--- src/rtl/mul_issue_ctrl_pkg.sv ---
// Shared ALU definitions for the EX stage: operation encoding, datapath width
// and the helper that classifies M-extension operations.
package mul_issue_ctrl_pkg;

   localparam int XLEN_WIDTH = 32;

   typedef enum logic [3:0] {
      ALU_ADD,
      ALU_SUB,
      ALU_AND,
      ALU_OR,
      ALU_XOR,
      ALU_SLL,
      ALU_SRL,
      ALU_SRA,
      ALU_SLT,
      ALU_SLTU,
      ALU_MUL,
      ALU_MULH
   } alu_op_type;

   function automatic logic is_mul_op(input alu_op_type op);
      return (op == ALU_MUL) || (op == ALU_MULH);
   endfunction

endpackage

--- src/rtl/mul_issue_ctrl.sv ---
// EX-stage sequencer for the chunked multiplier: issues M-ext ops, stalls until
// completion, keeps a one-entry result cache and drains the multiplier on flush.
module mul_issue_ctrl
   import mul_issue_ctrl_pkg::*;
#(
   parameter int NUM_CYCLES     = 4,
   parameter int TIMEOUT_CYCLES = 16
) (
   input  logic                  clk,
   input  logic                  reset,
   input  logic                  ex_valid,
   input  alu_op_type            ex_op,
   input  logic [XLEN_WIDTH-1:0] ex_rs1,
   input  logic [XLEN_WIDTH-1:0] ex_rs2,
   input  logic                  flush,
   output logic                  mul_start,
   output alu_op_type            mul_operation,
   output logic [XLEN_WIDTH-1:0] mul_operand1,
   output logic [XLEN_WIDTH-1:0] mul_operand2,
   input  logic [XLEN_WIDTH-1:0] mul_result,
   input  logic                  mul_finish,
   input  logic                  mul_ready,
   output logic                  stall_ex,
   output logic                  wb_valid,
   output logic [XLEN_WIDTH-1:0] wb_data,
   output logic                  mul_timeout
);

   localparam int CNT_W = $clog2(TIMEOUT_CYCLES + 1);

   typedef enum logic [1:0] {IDLE, WAIT, DONE, DRAIN} mic_state_t;

   // The watchdog is meaningless unless it outlasts a normal multiply.
   if (TIMEOUT_CYCLES <= NUM_CYCLES + 1) begin : g_bad_timeout
      $error("TIMEOUT_CYCLES must exceed NUM_CYCLES+1");
   end

   mic_state_t            state;
   mic_state_t            next_state;
   logic [CNT_W-1:0]      wait_cnt;
   logic                  cache_valid;
   alu_op_type            cache_op;
   logic [XLEN_WIDTH-1:0] cache_rs1;
   logic [XLEN_WIDTH-1:0] cache_rs2;
   logic [XLEN_WIDTH-1:0] cache_data;
   logic                  req;
   logic                  hit;
   logic                  timeout_hit;

   assign req         = ex_valid && is_mul_op(ex_op) && !flush;
   assign hit         = cache_valid && (cache_op == ex_op) &&
                        (cache_rs1 == ex_rs1) && (cache_rs2 == ex_rs2);
   assign timeout_hit = (state == WAIT) && (wait_cnt == CNT_W'(TIMEOUT_CYCLES));

   always_comb begin
      next_state  = state;
      mul_start   = 1'b0;
      wb_valid    = 1'b0;
      mul_timeout = 1'b0;
      case (state)
         IDLE: begin
            if (req) begin
               if (hit) begin
                  next_state = DONE;
               end else if (mul_ready) begin
                  mul_start  = 1'b1;
                  next_state = WAIT;
               end
            end
         end
         WAIT: begin
            // A flush landing together with finish behaves like a completed drain.
            if (mul_finish) begin
               next_state = flush ? IDLE : DONE;
            end else if (flush) begin
               next_state = DRAIN;
            end else if (timeout_hit) begin
               mul_timeout = 1'b1;
               next_state  = DONE;
            end
         end
         DONE: begin
            wb_valid   = !flush;
            next_state = IDLE;
         end
         DRAIN: begin
            if (mul_finish) begin
               next_state = IDLE;
            end
         end
         default: next_state = IDLE;
      endcase
      stall_ex = req && (state != DONE);
      if (reset) begin
         mul_start   = 1'b0;
         wb_valid    = 1'b0;
         mul_timeout = 1'b0;
         stall_ex    = 1'b0;
      end
   end

   always_ff @(posedge clk) begin
      if (reset) begin
         state         <= IDLE;
         wait_cnt      <= '0;
         cache_valid   <= 1'b0;
         cache_op      <= ALU_MUL;
         cache_rs1     <= '0;
         cache_rs2     <= '0;
         cache_data    <= '0;
         mul_operation <= ALU_MUL;
         mul_operand1  <= '0;
         mul_operand2  <= '0;
         wb_data       <= '0;
      end else begin
         state <= next_state;
         if (mul_start) begin
            mul_operation <= ex_op;
            mul_operand1  <= ex_rs1;
            mul_operand2  <= ex_rs2;
            wait_cnt      <= '0;
         end else if (state == WAIT) begin
            wait_cnt <= wait_cnt + CNT_W'(1);
         end
         if ((state == IDLE) && (next_state == DONE)) begin
            wb_data <= cache_data;
         end
         if ((state == WAIT) && mul_finish && !flush) begin
            cache_valid <= 1'b1;
            cache_op    <= mul_operation;
            cache_rs1   <= mul_operand1;
            cache_rs2   <= mul_operand2;
            cache_data  <= mul_result;
            wb_data     <= mul_result;
         end
         if (mul_timeout) begin
            cache_valid <= 1'b0;
            wb_data     <= '0;
         end
      end
   end

endmodule
--- config.mk ---
export PLATFORM = sky130hd
export DESIGN_NAME = mul_issue_ctrl
export DESIGN_NICKNAME = d
export VERILOG_FILES = /design/src/rtl/mul_issue_ctrl_pkg.sv /design/src/rtl/mul_issue_ctrl.sv
export SDC_FILE = /design/constraint.sdc
export NUM_CORES = 1
export LEC_CHECK = 0
export CORE_ASPECT_RATIO = 0.75
export CORE_UTILIZATION = 40
export DETAILED_ROUTE_END_ITERATION = 10
export DONT_BUFFER_PORTS = 1
export HOLD_SLACK_MARGIN = 0.1
export PLACE_DENSITY = 0.56
export SLEW_MARGIN = 20
export SYNTH_ARGS = -nofsm -noshare
export SYNTH_HDL_FRONTEND = slang
export SYNTH_SLANG_ARGS = --single-unit
--- constraint.sdc ---
create_clock -name clk -period 3.1 [get_ports clk]
set_input_delay 0.93 -clock clk [delete_from_list [all_inputs] [get_ports clk]]
set_output_delay 0.93 -clock clk [all_outputs]
set_load 0.02 [all_outputs]
==> impl_metrics.json, run 1 <==
{
  "outcome": "finished, final reports clean",
  "p_int_mw": 4.24,
  "num-clock-buffers": 35,
  "hold_path_class": "register to register",
  "synth_warnings": 0,
  "postSynthCellCount": 1054,
  "initCoreUtil": 0.410,
  "power-top-group": "sequential cells",
  "place_ws_ns": 0.0159,
  "met1_length_um": 13000,
  "finClkSkew_ns": 0.00858,
  "via_count": 7810,
  "insertion_delay_ns": 0.50,
  "taps": 294,
  "netlist_area_mm2": 0.00911,
  "cts_tree": "done",
  "end_kind": "primary output",
  "flops": 208,
  "crit_chain": "xnor2_1 -> buf_4 -> nand4_1 -> nor4_1 -> and4_4 -> a211oi_2",
  "num_io_pins": 210,
  "fmax_mhz": 328,
  "cts_sinks": 208,
  "cts_buffer_depth": 3,
  "hold_violations": 0,
  "adder_share": 0.00275,
  "cellPowerDensity_mw_per_mm2": 528,
  "final-clk-cell-share": 0.0623,
  "fp.dieW_um": 176,
  "largest_cell_class": "combinational gates",
  "hold_end": "cache_data[24]",
  "final.setup.worst_slack_ns": 0.0540,
  "synth.cellmix.simpleShare": 0.238,
  "fin_nets": 1165,
  "required_ns": 2.17,
  "p_seq_frac": 0.509,
  "crit_path_end": "mul_start",
  "drt_iter0_drc": 604,
  "syn_area_per_cell_um2": 8.65,
  "power_leakage_nw": 3.89,
  "critPathBufInv": 1,
  "layout.cells.most_common": "nand2_1",
  "ys.flops": 208,
  "synth_top_flop_cell": "dfxtp_1",
  "placedCellCount": 1327,
  "synthAoiAreaFrac": 0.190,
  "p_comb_uw": 244,
  "signal_buffers": 63,
  "antenna_left": 0,
  "comb_share": 0.448,
  "ys_seq_frac": 0.457,
  "rows": 47,
  "cp_max_fo": 2,
  "cp-startpoint": "ex_rs1[23]",
  "flop_area_mm2": 0.00416,
  "cts.clk_slew.worst_paths_ns": 0.06,
  "setup_viol": 0,
  "port_buffers": 0,
  "dp_hpwl_um": 18300,
  "hold_path_depth": 2,
  "min_from": "cache_data[24]",
  "drc_errors": 0,
  "p_seq_mw": 2.81,
  "r2r_cells": 7,
  "numCtsBuffers": 22,
  "cpMaxStageDelayCell": "nor4_1",
  "post_synth_num_cell_types": 37,
  "fp_nets": 1162
}
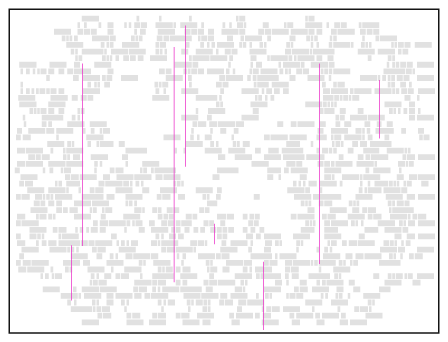
run_1/m4.png
Cells faint in the background.
longest straight run	96.6 um
main direction	vertical

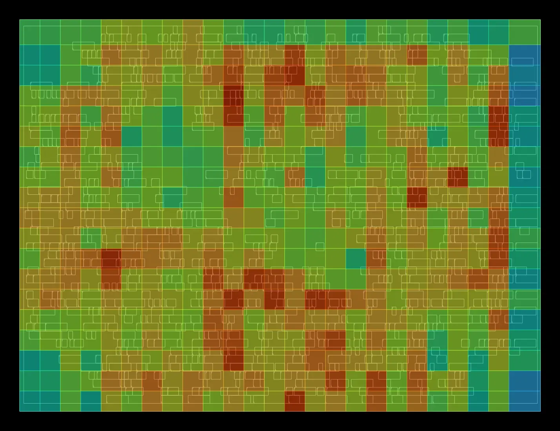
run_1/congestion_map.png
GRT met2 Usage: 0.330
met3 Usage GRT: 0.0704
GR Layer Usage met1: 0.351
busiest grt layer: met1
WL per Instance: 20.3 um

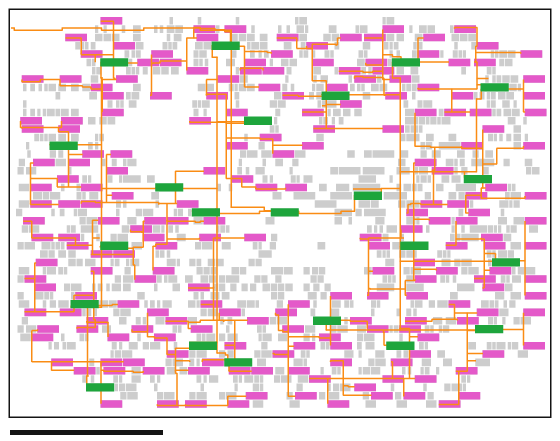
run_1/clock_wires.png
Bar = 50 um.
[flip-flops] magenta | count: 208
[clock wires] orange | length: 2770 um
[clock-net drivers] green | count: 22
routed clock nets	23
flops lie	all over the die

run_1/pinout.png
Pins as bars across the die edge, other pins in gray.
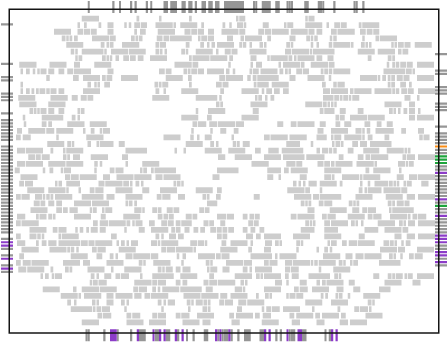

==> run 2, diff against run 1 <==
Settings changed: CORE_MARGIN set to 2.
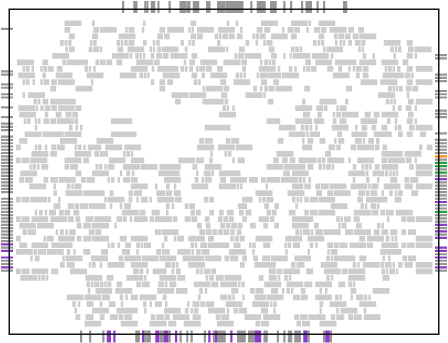
run_2/pinout.png
Pins as bars across the die edge, other pins in gray.
port	color	pins	direction	edge
reset	orange	1	input	east
mul_operation	green	4	output	east
ex_rs1	purple	32	input	19 south, 9 east, 4 west
all pins by edge	58 south, 52 west, 51 east, 49 north

==> impl_metrics.json, run 2 <==
{
  "taps": 294,
  "pwr-share-comb": 0.041,
  "p_seq_frac": 0.476,
  "placedCellCount": 1329,
  "fillers": 2132,
  "num_io_pins": 210,
  "wl_met2_um": 11500,
  "power-top-group": "the clock network",
  "r2r_cells": 8,
  "crit_arrival_ns": 2.11,
  "insertion_delay_ns": 0.51,
  "hold_violations": 0,
  "hold_path_class": "register to register",
  "crit_chain": "xnor2_1 -> buf_4 -> nand4_1 -> nor4_1 -> and4_4 -> a211oi_4",
  "comb_cells": 758,
  "drc_errors": 0,
  "flops": 208,
  "synth_warnings": 0,
  "postSynthCellCount": 1054,
  "hold_end": "cache_data[3]",
  "fp.dieW_um": 178,
  "synth.cellmix.simpleShare": 0.238,
  "initCoreUtil": 0.410,
  "ys.flops": 208,
  "use_met1": 0.341,
  "met1_length_um": 13300,
  "post_synth_num_cell_types": 37,
  "netlist_area_mm2": 0.00911,
  "sh_seq_area": 0.394,
  "coreArea_mm2": 0.0222,
  "crit_path_end": "mul_start",
  "rows": 47,
  "outcome": "finished, final reports clean",
  "met3_usage": 0.0771,
  "flop_area_mm2": 0.00416,
  "end_kind": "primary output",
  "p_int_mw": 4.54,
  "place_ws_ns": 0.00312,
  "cellPowerDensity_mw_per_mm2": 558,
  "fin_nets": 1168,
  "grt_busiest_layer": "met1",
  "routedWlPerCell_um": 20.4,
  "dp_hpwl_um": 18600,
  "port_buffers": 0,
  "cp_max_fo": 2,
  "cts.clk_slew.worst_paths_ns": 0.06,
  "hold_path_depth": 2,
  "syn_area_per_cell_um2": 8.65,
  "syn_to_final_growth_pct": 16.0,
  "required_ns": 2.17,
  "cts_sinks": 208,
  "cts_tree": "done",
  "ys_seq_frac": 0.457,
  "layout.cells.most_common": "nand2_1",
  "finClkSkew_ns": 0.0203,
  "final.setup.worst_slack_ns": 0.0570,
  "signal_buffers": 65,
  "drt_iter0_drc": 645,
  "cts_resized": 0,
  "cpMaxStageDelayCell": "nor4_1",
  "fp_nets": 1162,
  "p_seq_mw": 2.81,
  "p_comb_uw": 243,
  "maxSlewViolCount": 0,
  "critPathBufInv": 1,
  "power_leakage_nw": 3.96,
  "synthAoiAreaFrac": 0.190,
  "fmax_mhz": 329,
  "largest_cell_class": "combinational gates",
  "cts_hold_buf": 0,
  "synth_top_area_share": 0.457,
  "setup_viol": 0,
  "final-clk-cell-share": 0.0745,
  "max-slew-margin-rel": 0.460,
  "adder_share": 0.00275,
  "min_from": "cache_data[3]",
  "num-clock-buffers": 30,
  "numCtsBuffers": 23,
  "antenna_left": 0,
  "cp-startpoint": "ex_rs1[22]",
  "clkPwrFrac": 0.483,
  "inv_count": 4,
  "grtUsageMet2": 0.322,
  "synth_top_flop_cell": "dfxtp_1",
  "comb_share": 0.442,
  "cts_buffer_depth": 3
}
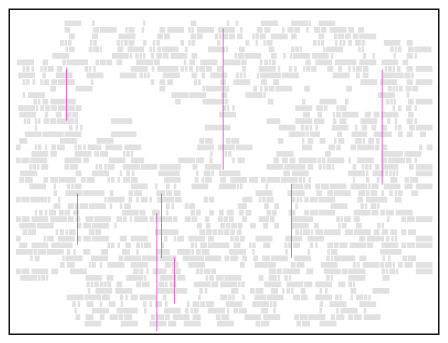
run_2/m4.png
Cells faint in the background.
longest straight run	58.5 um
main direction	vertical
share of all routed wire	0.98%
wire length on this layer	274 um
routed via count: 7820
Detailed Route WL: 28000 um

Power is estimated from default activity; no workload was simulated.
